**Clock distribution**

Scale bar: 20 um.
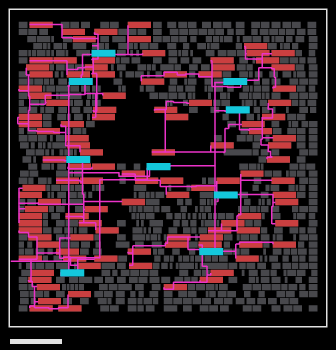
**Register map, names as in the netlist**

Scale bar: 20 um. Other sequential cells in the stronger grey, the rest of the logic in the fainter grey.
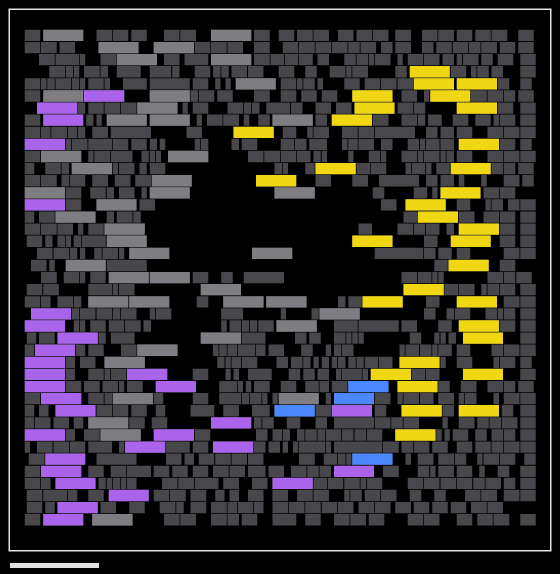
**Placement by cell class**

Fill, decap, tap and diode cells in grey.
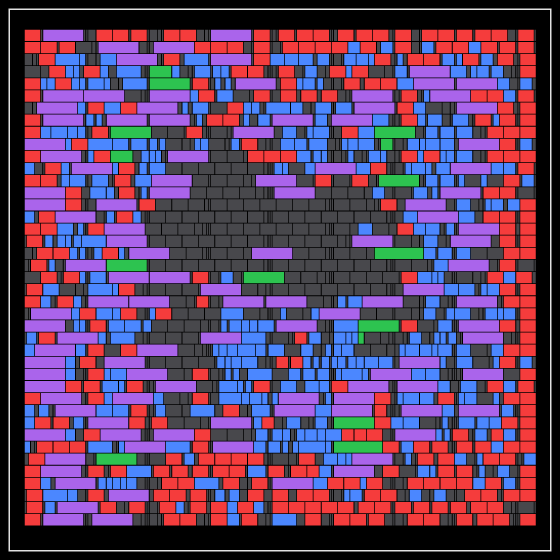
==> config.mk <==
export PLATFORM = sky130hd
export DESIGN_NAME = riscv_dbus_bridge
export DESIGN_NICKNAME = d
export VERILOG_FILES = /design/src/rtl/riscv_dbus_pkg.sv /design/src/rtl/riscv_dbus_bridge_align.sv /design/src/rtl/riscv_dbus_bridge.sv
export SDC_FILE = /design/constraint.sdc
export NUM_CORES = 1
export LEC_CHECK = 0
export CORE_MARGIN = 3
export CORE_UTILIZATION = 43
export CTS_CLUSTER_DIAMETER = 150
export DETAILED_ROUTE_END_ITERATION = 10
export PLACE_DENSITY = 0.87
export REMOVE_ABC_BUFFERS = 1
export SYNTH_ARGS = -nofsm -noshare
export SYNTH_HDL_FRONTEND = slang
export SYNTH_SLANG_ARGS = --single-unit
export TNS_END_PERCENT = 30
==> constraint.sdc <==
create_clock -name clk_i -period 7.35 [get_ports clk_i]
set_input_delay 0.735 -clock clk_i [delete_from_list [all_inputs] [get_ports clk_i]]
set_output_delay 0.735 -clock clk_i [all_outputs]
set_load 0.02 [all_outputs]
==> out/qor.txt <==
drt first pass iters: 5
fin cells: 1010
CTS tree: done
total stage count of the critical path: 6
Worst slew margin: 15.7%
Worst setup EP type: flop
Max Cap Violations: 0
final net count: 1037
share of cells above drive strength 1: 6.44%
Synth area leaders: dfrtp_1 (48%), a22oi_1 (7.9%), mux2i_1 (5.3%)
Period minus WS final: 3.50 ns
xor/xnor share of the synthesized area: 0%
WP buf/inv: 1
Hold Slack: 0.337 ns
FP Core Util: 44.6%
first-pass GRT wire length: 32.4 mm
Post-DRT Antenna Nets: 0
Wirelength per Cell: 21.4 um
initial antenna violation count: 1
Latency at later pin: 0.35 ns
Chip Footprint: 14700 um^2
Worst-Margin Slew: 1.26 ns
total CTS buffers: 9
DR iter-0 viols: 497
Post-Synthesis Cell Area: 5720 um^2
met1 usage: 33.0%
Peak Freq: 285 MHz
Cell Int Power: 1.05 mW
Synth top cell by count: dfrtp_1
Post-Synth AOI/OAI Area: 24.8%
Post-synth top flop: dfrtp_1
GRT Max-Usage Layer: met2
area delta synth->final: 60.7%
n_diodes: 0
leakage power: 3.95 nW
Adder Area Share: 0%
WL met3: 2.30 mm
global route overflow: 0
Top Layout Cells: clkdlybuf4s50_1 (306), dfrtp_1 (110), nand2_1 (75)
net load switching power: 316 uW
vias per cell: 5.84
Tot Pwr: 1.37 mW
Post-synth seq share: 48.1%
post-CTS resize count: 0
clk slew on worst S/H paths: 0.07 ns
port bufs: 307
syn avg cell area: 10.3 um^2
final WL: 21.6 mm
fill count: 910
CP delay by family, top: simple AND/OR/NAND/NOR gates
DP Cell Count: 995
Top cell excl fill/tap: clkdlybuf4s50_1
vias: 5896
post-CTS setup buffers: 0
slack of the critical path: 3.85 ns
area fraction in mux cells: 11.1%
highest metal used: met5
clk buf depth: 2
flip-flops with a built-in enable: 0
part of the power in combinational logic: 16.3%
pwr/cell area: 149 nW/um^2
CTS root buffer: clkbuf_16
status: completed
crit-path max cell delay: 0.99 ns
Final setup viols: 0
tool warnings: 27
number of global-route vias before repair: 6106
Clock H-tree levels: 3
area of placed instances: 8860 um^2
Seq pwr share: 44.6%
Post-Syn Instances: 556
Yosys warnings: 0
crit path kind: input port to flop
r2r worst-path depth: 5
CP Max Fanout: 111
Data required, critical path: 7.63 ns
Final Hold Vio Count: 0
Synth top cells by count: dfrtp_1 (110), nand2_1 (75), a22oi_1 (60)
largest net degree at the start of global routing: 112
hold buffer count at cts: 0
DP Wirelength: 15.6 mm
Area leader share: 48.1%
Post-Place Worst Slack: 3.50 ns
worst-path cell chain: clkdlybuf4s50_1 > or4_1 > or4_4 > or4_4 > nor3_1 > a32o_1
CTS sink count: 110
Async S/R FF share, synth: 100%
Die Y: 121 um
GPL Wtd Cong: 0.842
slowest library cell on the worst path: or4_4
yosys simple share: 11.6%
Back to the opening pictures, 'clock distribution':
Key: magenta = clock wires [length 1320 um]; cyan = clock-net drivers [count 9]; red = flip-flops [count 110]
There are 10 routed clock nets.
clock network power: 533 uW
Worst Skew: 0.00433 ns
Clk network pwr share: 39.1%

Back to the opening pictures, 'register map, names as in the netlist':
Key: blue = slv_sel_o [flops 4]; purple = slv_addr_o [flops 30]; yellow = rdata_o [flops 32]
Another 44 sequential cells are not coloured.
power in sequential cells: 609 uW
flip-flop and latch area: 2750 um^2
register share of the cell area: 30.0%
utilization after layout: 71.6%

Back to the opening pictures, 'placement by cell class':
Key: red = remaining buffers and delay cells [cells 316, share of their area 35%]; purple = sequential cells [cells 110, share of their area 31%]; blue = remaining logic cells [cells 397, share of their area 31%]; green = clock drivers and dummy loads [cells 15, share of their area 3.6%]
Core Area: 12800 um^2
Final Cell Area: 9190 um^2
num rows: 41

[power by group through the flow]
| stage | clock [mW] | sequential, mW | combinational [mW] |
|---|---|---|---|
| 2_1_floorplan | 0 | 0.621 | 0.0645 |
| 3_3_place_gp | 0 | 0.621 | 0.216 |
| 3_5_place_dp | 0 | 0.621 | 0.221 |
| 4_1_cts | 0.543 | 0.609 | 0.223 |
| 5_1_grt | 0.563 | 0.609 | 0.237 |
| 6_report | 0.533 | 0.609 | 0.223 |
[final cells by class]
class	count	area [um^2]	share of cell area [%]
repair buffers	316	3140	34.2
inverters	6	22.5	0.245
flip-flops and latches	110	2750	30.0
multi-input cells	391	2740	29.8
well taps	172	215	2.34
clock buffers	12	256	2.79
clock inverters	3	67.6	0.735
Power is estimated from default activity; no workload was simulated.
